**src/rtl/apple_spawner.sv**
```systemverilog
// Apple owner for the snake game: holds the apple cell, detects the head eating it,
// and respawns the apple at a pseudo-random free cell with a bounded fallback.
//
// state  | meaning
// PLACE  | no apple visible; try one LFSR candidate per cycle, fallback on last try
// ACTIVE | apple visible; watch head moves for an eat
module apple_spawner #(
    parameter int          GRID_W    = 32,
    parameter int          GRID_H    = 24,
    parameter int          XW        = 5,
    parameter int          YW        = 5,
    parameter logic [15:0] LFSR_SEED = 16'hACE1,
    parameter int          MAX_TRIES = 15
) (
    input  logic          clk_i,
    input  logic          reset_ni,
    input  logic          clear_i,
    input  logic          head_valid_i,
    input  logic [XW-1:0] head_x_i,
    input  logic [YW-1:0] head_y_i,
    output logic [XW-1:0] apple_x_o,
    output logic [YW-1:0] apple_y_o,
    output logic          apple_valid_o,
    output logic          apple_colline
);

    typedef enum logic {PLACE, ACTIVE} state_t;

    localparam logic [15:0] SEED     = (LFSR_SEED == 16'h0000) ? 16'h0001 : LFSR_SEED;
    localparam int          TW       = (MAX_TRIES > 1) ? $clog2(MAX_TRIES) : 1;
    localparam logic [TW-1:0] TRY_LAST = TW'(MAX_TRIES - 1);
    localparam logic [XW:0] GW       = (XW+1)'(GRID_W);
    localparam logic [XW:0] HALF_W   = (XW+1)'(GRID_W / 2);
    localparam logic [YW:0] GH       = (YW+1)'(GRID_H);

    state_t        state;
    logic [TW-1:0] tries;
    logic [15:0]   lfsr;
    logic [15:0]   lfsr_next;
    logic [XW-1:0] cx;
    logic [YW-1:0] cy;
    logic          cand_ok;
    logic [XW:0]   fb_sum;
    logic [XW:0]   fb_mod;
    logic [XW-1:0] fb_x;
    logic          eat;

    always_comb begin
        lfsr_next = {1'b0, lfsr[15:1]} ^ (lfsr[0] ? 16'hB400 : 16'h0000);
        cx        = lfsr[XW-1:0];
        cy        = lfsr[XW+YW-1:XW];
        cand_ok   = ({1'b0, cx} < GW) && ({1'b0, cy} < GH) &&
                    !((cx == head_x_i) && (cy == head_y_i));
        // sum kept one bit wider so a head beyond GRID_W/2 cannot wrap before the modulo
        fb_sum    = {1'b0, head_x_i} + HALF_W;
        fb_mod    = fb_sum % GW;
        fb_x      = fb_mod[XW-1:0];
        eat       = head_valid_i && (head_x_i == apple_x_o) && (head_y_i == apple_y_o);
    end

    always_ff @(posedge clk_i or negedge reset_ni) begin
        if (!reset_ni) begin
            state         <= PLACE;
            tries         <= '0;
            lfsr          <= SEED;
            apple_x_o     <= '0;
            apple_y_o     <= '0;
            apple_valid_o <= 1'b0;
            apple_colline <= 1'b0;
        end else begin
            lfsr <= lfsr_next;
            if (clear_i) begin
                state         <= PLACE;
                tries         <= '0;
                apple_valid_o <= 1'b0;
                apple_colline <= 1'b0;
            end else begin
                case (state)
                    PLACE: begin
                        apple_colline <= 1'b0;
                        if (cand_ok) begin
                            apple_x_o     <= cx;
                            apple_y_o     <= cy;
                            apple_valid_o <= 1'b1;
                            tries         <= '0;
                            state         <= ACTIVE;
                        end else if (tries == TRY_LAST) begin
                            apple_x_o     <= fb_x;
                            apple_y_o     <= head_y_i;
                            apple_valid_o <= 1'b1;
                            tries         <= '0;
                            state         <= ACTIVE;
                        end else begin
                            tries <= tries + 1'b1;
                        end
                    end
                    ACTIVE: begin
                        if (eat) begin
                            apple_colline <= 1'b1;
                            apple_valid_o <= 1'b0;
                            state         <= PLACE;
                        end else begin
                            apple_colline <= 1'b0;
                        end
                    end
                    default: state <= PLACE;
                endcase
            end
        end
    end

endmodule
```
**config.mk**
```make
export PLATFORM = sky130hd
export DESIGN_NAME = apple_spawner
export DESIGN_NICKNAME = d
export VERILOG_FILES = /design/src/rtl/apple_spawner.sv
export SDC_FILE = /design/constraint.sdc
export NUM_CORES = 1
export LEC_CHECK = 0
export CORE_UTILIZATION = 60
export CTS_BUF_LIST = sky130_fd_sc_hd__clkbuf_16
export DETAILED_ROUTE_END_ITERATION = 8
export DONT_BUFFER_PORTS = 1
export PLACE_DENSITY_LB_ADDON = 0.08
export SLEW_MARGIN = 20
export SYNTH_ARGS = -nofsm -noshare
export SYNTH_HDL_FRONTEND = slang
export SYNTH_SLANG_ARGS = --single-unit
```
**constraint.sdc**
```tcl
create_clock -name clk_i -period 3.75 [get_ports clk_i]
set_input_delay 0.5625 -clock clk_i [delete_from_list [all_inputs] [get_ports clk_i]]
set_output_delay 0.5625 -clock clk_i [all_outputs]
set_load 0.03 [all_outputs]
```
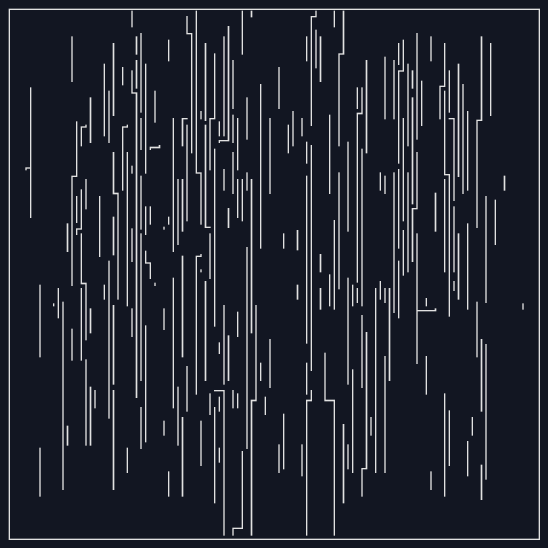
**Above:** run 1 (M2 wires).
Scale: 10 px per um.
main direction: vertical
nets with wire on the layer: 129
share of all routed wire: 50%

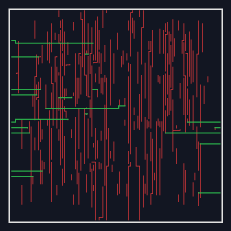
**Above:** run 1 (metal layers overlaid).
Scale: 4 px per um. Two of the layers only.
| color | layer | wire length |
|---|---|---|
| green | M3 | 136 um |
| red | M2 | 1460 um |

==> results.txt, run 1 <==
Sequential cell area fraction in the yosys report - 53.9%
Die Y - 52.9 um
Post-route setup TNS - 0 ps
Average via count per standard cell - 5.97
Layout cell share with drive strength beyond 1 - 20.2%
Worst-path cell chain - xnor2_1, nand2_1, o31a_1, o21ai_4, mux2_2
Worst Max-Slew Pin Slew - 429 ps
Global routing's busiest layer - met2
Nets in the synthesized netlist - 140
Flip-flops with a built-in enable - 0
CP Data Arrival Time - 2320 ps
Pin count of the biggest net entering global routing - 26
Drt wl/cell - 18.4 um
Sequential standard cell area - 836 sq um
Number of endpoints with negative hold slack in the final report - 0
H-tree Lvls - 2
Synthesized instance count - 124
Mapped Avg Cell Area - 12.5 sq um
Ys flops - 33
Capturing element of the worst setup path - apple_y_o[4]
Area occupied by multi-input gates - 652 sq um
Outcome - complete, no violations
R2R Setup Slk - 1590 ps
Tally of buffers added on design ports - 0
Total die area - 2790 sq um
Final worst path period share - 57.7%
Grt ovf - 0
Type of element capturing the critical path - register
Max Fclk - 0.462 GHz
Area of the placeable core - 2450 sq um
M1 GR Usage - 31.6%
Total Wirelength - 2920 um
Static power due to leakage - 0.763 nW
Count of antenna diodes in the layout - 0
Distinct cell type count of the synthesized netlist - 35
Init Core Util - 63.2%
Launch instance of the worst register-to-register path - lfsr[0]
Worst Skew - 1.76 ps
Global routing usage on met2 - 40.5%
Post-layout net count - 144
Top Family by Delay on Critical Path - AND-OR/OR-AND gates
Top logic cell by instance count in the layout - sky130_fd_sc_hd__dfrtp_1
Clock Latency Late Sink - 270 ps
Wire length of the first global-routing pass - 4840 um
Peak VDD IR - 520 uV
Number of ports placed on the die boundary - 26
Maximum number of buffers from clock root to sink - 2
Overall track demand over capacity in global routing - 25.1%
Last weighted congestion value of the routability-driven placer - 0.822
# Cells Yosys - 124
Number of buffers created by CTS - 5
Class of the tightest hold or removal check - input port to asynchronous set/reset pin
Length in cells of the worst reg-to-reg path - 5
Clock tree from TritonCTS - done
Root buffer selected by CTS - sky130_fd_sc_hd__clkbuf_16
Number of antenna violations at the first check in global routing - 0
Relative slew slack - 71.3%
Most common reg cell - sky130_fd_sc_hd__dfrtp_1
Routed Antenna Nets - 0
Synthesized area - 1550 sq um
Iteration tally of the first detailed-router pass - 4
Vias - 950
CP startpoint - lfsr[0]
Fraction of registers with async set or reset after synthesis - 100%
Cell Pwr Density - 454 nW/um^2
Number of warnings in the stage logs - 27
Remaining routing DRC violations - 0
Nature of the critical path startpoint - register
Count of max-cap constraint violations - 0
Estimated wirelength of the detail-placed design - 1980 um
Unrepaired setup endpoints after global routing - no
Growth of design area from synthesis to finish - 10.0%
Width of the die - 52.9 um
Final Setup Violations - 0
Total of fill cells in the finished design - 182
Peak fanout along the critical path - 11
Met3 usage - 8.33%
Yosys-reported design area after synthesis - 1550 sq um
Via count of the first global-routing pass - 1018
Number of max-slew violations in the final report - 0
Number of cells on the critical path - 5
Share of the core filled with cells in the final layout - 69.5%
Sink count of the clock tree - 33
CP max-delay cell - sky130_fd_sc_hd__dfstp_2
Site row count - 18
Shortest clock period the worst path allows after layout - 2160 ps
Reg clk slew, reported paths - 50 ps
Crit path kind - register to register
Reg-to-reg critical path endpoint - apple_y_o[4]
Most frequent logic cells in the routed design - sky130_fd_sc_hd__dfrtp_1 (25), sky130_fd_sc_hd__xnor2_1 (18), sky130_fd_sc_hd__dfstp_2 (8)
Buffering stage count on the worst path with inverters included - 0
CP peak stage delay - 600 ps
Total of warnings raised by yosys - 0
Detailed router's first-iteration violation count - 18
Data required time of the critical path - 3900 ps
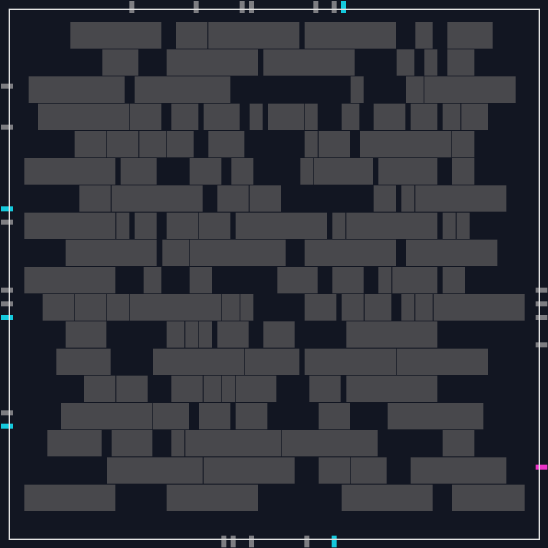
**Above:** run 1 (pin placement).
Scale: 10 px per um. Pins as bars across the die edge, other pins in gray.
| color | port | pins | direction | edge |
|---|---|---|---|---|
| magenta | reset_ni | 1 | input | right |
| cyan | apple_x_o | 5 | output | 3 left, 1 bottom, 1 top |
all pins by edge: 9 left, 7 top, 5 right, 5 bottom

==> run 1: where the power goes <==
part,total (mW),switching [mW],internal (mW)
Combinational,0.0330,0.0166,0.0164
Clock,0.374,0.134,0.240
Sequential,0.368,0.00830,0.360
==> run 1: routing by layer <==
metal  up-vias  share of wire [%]
li1        437                  -
met4         0               0.89
met2        22                 50
met1       487                 45
met3         4                4.6
met5         -                  0
==> run 1: how the worst min path moves through the flow <==
stage	from	to	slack (ps)	cells after the start
after floorplan	reset_ni	apple_colline	270	0
after global placement	reset_ni	lfsr[9]	270	0
after detailed placement	reset_ni	lfsr[12]	270	0
after CTS	reset_ni	lfsr[12]	110	1
after global routing	reset_ni	lfsr[12]	110	1
final	reset_ni	lfsr[12]	110	1
==> run 1: cell type report <==
type                       count  share of cell area [%]
tap                           30                    2.20
timing repair buffer           1                    1.17
sequential                    33                    49.0
clock buffer                   5                    7.33
inverter                       6                    1.32
clock inverter                 3                   0.806
multi-input combinational     81                    38.2
==> run 1: cells in the mapped netlist, types with 3 or more instances <==
cell                       n  area, sq um
sky130_fd_sc_hd__a21oi_1   3         15.0
sky130_fd_sc_hd__inv_1     6         22.5
sky130_fd_sc_hd__nor3b_1   6         45.0
sky130_fd_sc_hd__dfrtp_1  25          626
sky130_fd_sc_hd__nand4_1   4         25.0
sky130_fd_sc_hd__nor2_1    4         15.0
sky130_fd_sc_hd__nand2_1   7         26.3
sky130_fd_sc_hd__dfstp_2   8          210
sky130_fd_sc_hd__a221o_1   4         40.0
sky130_fd_sc_hd__xor2_1    5         43.8
sky130_fd_sc_hd__mux2_2    4         45.0
sky130_fd_sc_hd__mux2_4    3         45.0
sky130_fd_sc_hd__xnor2_1  18          158
==> run 1: stage by stage <==
step / power (mW) / hold slack (ps) / instance area (sq um) / worst slack (ps) / instances
detailed placement: 0.399 / 268 / 1550 / 1590 / 150
floorplan: 0.396 / 267 / 1550 / 1840 / 124
global route: 0.803 / 109 / 1710 / 1440 / 159
global placement: 0.399 / 268 / 1550 / 1620 / 150
CTS: 0.785 / 110 / 1710 / 1580 / 159
finish: 0.775 / 107 / 1710 / 1590 / 159
==> run 1: registers in the layout, indices dropped and copies added, names as in the netlist <==
register       cells
lfsr              16
apple_x_o          5
apple_y_o          5
tries              4
apple_colline      1
apple_valid_o      1
state              1
==> run 1: cells by family (layout without fill, tap and decap cells) <==
kind of cell	after synthesis	after routing	share of synthesized area (%)
XOR/XNOR	23	23	13.0
AND-OR/OR-AND	18	18	10.2
multiplexers	8	8	6.45
AND/OR/NAND/NOR	30	30	10.7
flip-flops	33	33	53.9
buffers and inverters	10	15	4.11
adder cells (fa/ha/maj)	2	2	1.61
==> run 1: timing repair <==
item | CTS | global route
setup buffers | 0 | 0
gates resized | 0 | 0
hold endpoints to repair | 25 | 0
hold buffers | 1 | 0
**Run 1: cell placement**

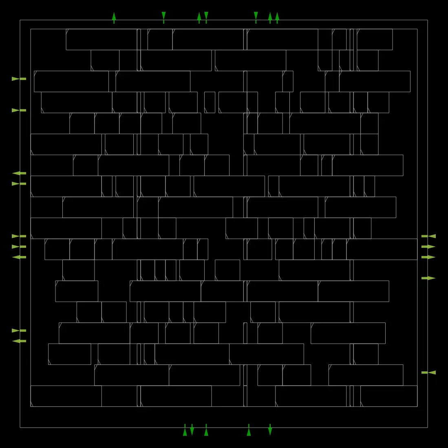

==> inputs of run 2 (changes only) <==
--- a/config.mk
+++ b/config.mk
@@ -5,7 +5,7 @@
 export SDC_FILE = /design/constraint.sdc
 export NUM_CORES = 1
 export LEC_CHECK = 0
-export CORE_UTILIZATION = 60
+export CORE_UTILIZATION = 55
 export CTS_BUF_LIST = sky130_fd_sc_hd__clkbuf_16
 export DETAILED_ROUTE_END_ITERATION = 8
 export DONT_BUFFER_PORTS = 1
==> constraint.sdc (replaced) <==
create_clock -name clk_i -period 1.9 [get_ports clk_i]
set_input_delay 0.285 -clock clk_i [delete_from_list [all_inputs] [get_ports clk_i]]
set_output_delay 0.285 -clock clk_i [all_outputs]
set_load 0.03 [all_outputs]
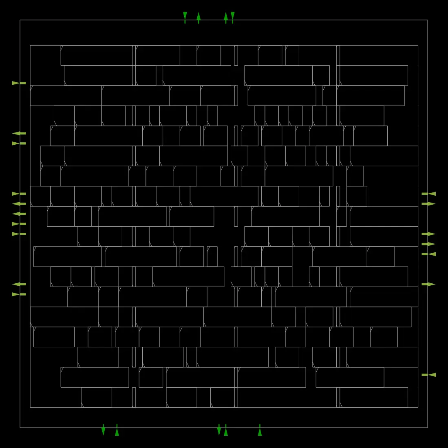
**Above:** run 2 (cell placement).
Seq cells: 33
tap cell instance count: 30
filler-free cell count of the finished design: 178

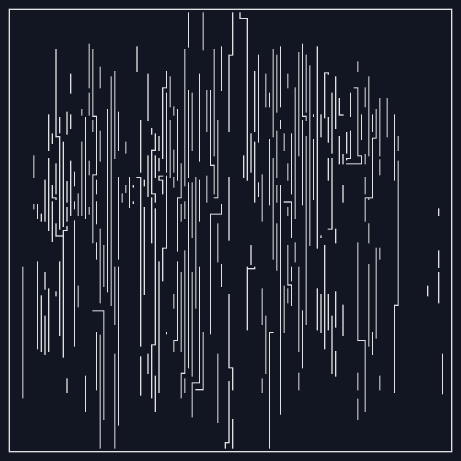
**Above:** run 2 (M2 wires).
Scale: 8 px per um.
main direction: vertical
share of all routed wire: 50%

==> run 2 against run 1 <==
Cell area is 9.6% higher. Final cell count increased by 12%. Flip-flop count unchanged. Highest routed layer unchanged. The flow now finishes with violations (setup timing). Via count is 11% higher. Setup slack worse by 1600 ps. Worst hold slack got worse by 40 ps. Critical endpoint is now apple_x_o[1].
==> results.txt, run 2 <==
Count of antenna diodes in the layout - 0 (unchanged)
Number of warnings in the stage logs - 28 (+3.7%)
Via count of the first global-routing pass - 1078 (+5.9%)
Buffering stage count on the worst path with inverters included - 1 (+1)
Peak VDD IR - 853 uV (+64%)
Fraction of post-synthesis cell area in the top cell type by area - 40.3% (unchanged)
Post-layout net count - 164 (+14%)
Init Core Util - 60.4% (-2.8 points)
Max Fclk - 0.522 GHz (+13%)
Count of max-cap constraint violations - 0 (unchanged)
Clock Latency Late Sink - 280 ps (about the same)
Pin count of the biggest net entering global routing - 34 (+31%)
Outcome - complete, but fails checks
Cell Pwr Density - 824 nW/um^2 (+82%)
Flip-flops with a built-in enable - 0 (unchanged)
Number of antenna violations at the first check in global routing - 0 (unchanged)
Hold Path End - tries[2]
Most common reg cell - sky130_fd_sc_hd__dfrtp_1
Worst-path cell chain - xnor2_1, nand4_1, o31a_1, o21ai_4, buf_4, mux2_4
Average via count per standard cell - 5.90 (-1.3%)
Worst Skew - 4.15 ps (+2.39 ps)
Total cell area at the placement stage - 1680 sq um (+8.7%)
Nature of the critical path startpoint - register
Number of ports placed on the die boundary - 26 (unchanged)
Ys flops - 33 (unchanged)
Synthesized instance count - 124 (unchanged)
Yosys top cell by area - sky130_fd_sc_hd__dfrtp_1
Number of endpoints with negative hold slack in the final report - 0 (unchanged)
Number of flip-flops under the largest register name - 16 (unchanged)
Static power due to leakage - 0.866 nW (+13%)
CP Data Arrival Time - 2070 ps (-250 ps)
Clock tree from TritonCTS - done
Violations in the final reports - setup timing
Overall track demand over capacity in global routing - 26.1% (+0.98 points)
R2R Setup Slk - -10 ps (-1600 ps)
Class of the tightest hold or removal check - input port to register
Last weighted congestion value of the routability-driven placer - 0.854 (+3.9%)
Yosys-reported design area after synthesis - 1550 sq um (unchanged)
Mapped Avg Cell Area - 12.5 sq um (unchanged)
Peak fanout along the critical path - 4 (-7)
Most frequent logic cells in the routed design - sky130_fd_sc_hd__dfrtp_1 (25), sky130_fd_sc_hd__buf_4 (18), sky130_fd_sc_hd__xnor2_1 (17)
CP peak stage delay - 540 ps (-60 ps)
Largest cells by area - sky130_fd_sc_hd__dfrtp_1 (40%), sky130_fd_sc_hd__dfstp_2 (14%), sky130_fd_sc_hd__xnor2_1 (10%)
Largest regs - lfsr x16, apple_x_o x5, apple_y_o x5
Detailed router's first-iteration violation count - 35 (+17)
Routed Antenna Nets - 0 (unchanged)
Post-route setup TNS - -38.1 ps (-38.1 ps)
Drt wl/cell - 18.3 um (-0.36%)
Tally of buffers added on design ports - 0 (unchanged)
Shortest clock period the worst path allows after layout - 1910 ps (-248 ps)
Total Wirelength - 3260 um (+12%)
Vias - 1050 (+11%)
Worst Max-Slew Pin Slew - 392 ps (-37.2 ps)
Area of the placeable core - 2570 sq um (+4.6%)
Width of the die - 55.1 um (+4.3%)
Maximum number of buffers from clock root to sink - 2 (unchanged)
Hold path startpoint - clear_i
Top logic cell by instance count in the layout - sky130_fd_sc_hd__dfrtp_1
# Cells Yosys - 124 (unchanged)
Number of buffers created by CTS - 5 (unchanged)
CP max-delay cell - sky130_fd_sc_hd__dfstp_2
Fraction of registers with async set or reset after synthesis - 100% (unchanged)
Remaining routing DRC violations - 0 (unchanged)
Worst Hold Depth - 1
Total of warnings raised by yosys - 0 (unchanged)
Wire length of the first global-routing pass - 5070 um (+4.9%)
Number of max-slew violations in the final report - 0 (unchanged)
Most frequently used cell type in the post-synthesis netlist - sky130_fd_sc_hd__dfrtp_1
Final Setup Violations - 3 (+3)
Site row count - 18 (unchanged)
Growth of design area from synthesis to finish - 20.6%
Least setup slack across all paths after layout - -14.6 ps (-1600 ps)
Sequential cell area fraction in the yosys report - 53.9% (unchanged)
Register bank with the most flops - lfsr
Type of element capturing the critical path - register
Distinct cell type count of the synthesized netlist - 35 (unchanged)
H-tree Lvls - 2 (unchanged)
Final worst path period share - 101% (+43 points)
==> run 2: logic make-up (layout without fill, tap and decap cells) <==
group	Yosys count	count (layout)	synth area share, %
flip-flops	33	33	53.9
AND/OR/NAND/NOR	30	30	10.7
XOR/XNOR	23	23	13.0
AND-OR/OR-AND	18	18	10.2
buffers and inverters	10	34	4.11
multiplexers	8	8	6.45
adder cells (fa/ha/maj)	2	2	1.61
==> run 2: how the worst max path moves through the flow <==
stage / from / to / slack (ps) / depth (start not counted)
after floorplan: lfsr[0] / apple_x_o[0] / 20 / 8
after global placement: lfsr[5] / apple_x_o[1] / 30 / 6
after detailed placement: lfsr[5] / apple_x_o[2] / -10 / 6
after CTS: lfsr[5] / apple_x_o[2] / 1 / 6
after global routing: lfsr[6] / apple_x_o[3] / -70 / 6
final: lfsr[5] / apple_x_o[1] / -10 / 6
==> run 2: what timing repair did <==
action,4_1_cts,5_1_grt
gates resized,1,2
hold endpoints to repair,33,0
pin swaps,2,4
setup buffers,1,0
endpoints found under the setup margin,7,11
hold buffers,2,0
==> run 2: cell type report <==
| cell class | count | area, sq um |
|---|---|---|
| clock inverters | 2 | 8.76 |
| repair buffers | 21 | 176 |
| inverters | 6 | 22.5 |
| fillers | 188 | 697 |
| flip-flops and latches | 33 | 836 |
| multi-input cells | 81 | 664 |
| clock buffers | 5 | 125 |
| well taps | 30 | 37.5 |
==> run 2: metal layers <==
layer	wire length [um]	global-route usage, %
met5	0	0
met2	1640	41.6
met3	259	12.6
met4	51	12.1
met1	1310	29.2
==> run 2: worst register-to-register path: cells and delay by family, from the launching register on <==
family | cells | cell delay (ps)
DFF | 1 | 540
muxes | 1 | 290
and+or+nand+nor | 1 | 110
buffers and inverters | 1 | 160
xor gates and xnor gates | 1 | 120
AOI/OAI and AO/OA | 2 | 570
==> run 2: metrics by stage <==
step | cells | hold WS (ps) | power (mW) | setup slack (ps)
6_report | 178 | 66.7 | 1.54 | -14.6
3_3_place_gp | 168 | -9.69 | 0.796 | 27.9
2_1_floorplan | 124 | -10.6 | 0.782 | 22.0
4_1_cts | 178 | 62.2 | 1.56 | 0.986
5_1_grt | 178 | 64.7 | 1.59 | -72.9
3_5_place_dp | 168 | -9.86 | 0.797 | -12.7
==> run 2: where the power goes <==
| group | switching [mW] | total (mW) | leakage, nW | internal [mW] |
|---|---|---|---|---|
| sequential | 0.0132 | 0.724 | 0.426 | 0.711 |
| combinational | 0.0431 | 0.0856 | 0.369 | 0.0424 |
| clock | 0.264 | 0.733 | 0.0709 | 0.468 |
Power is estimated from default activity; no workload was simulated.
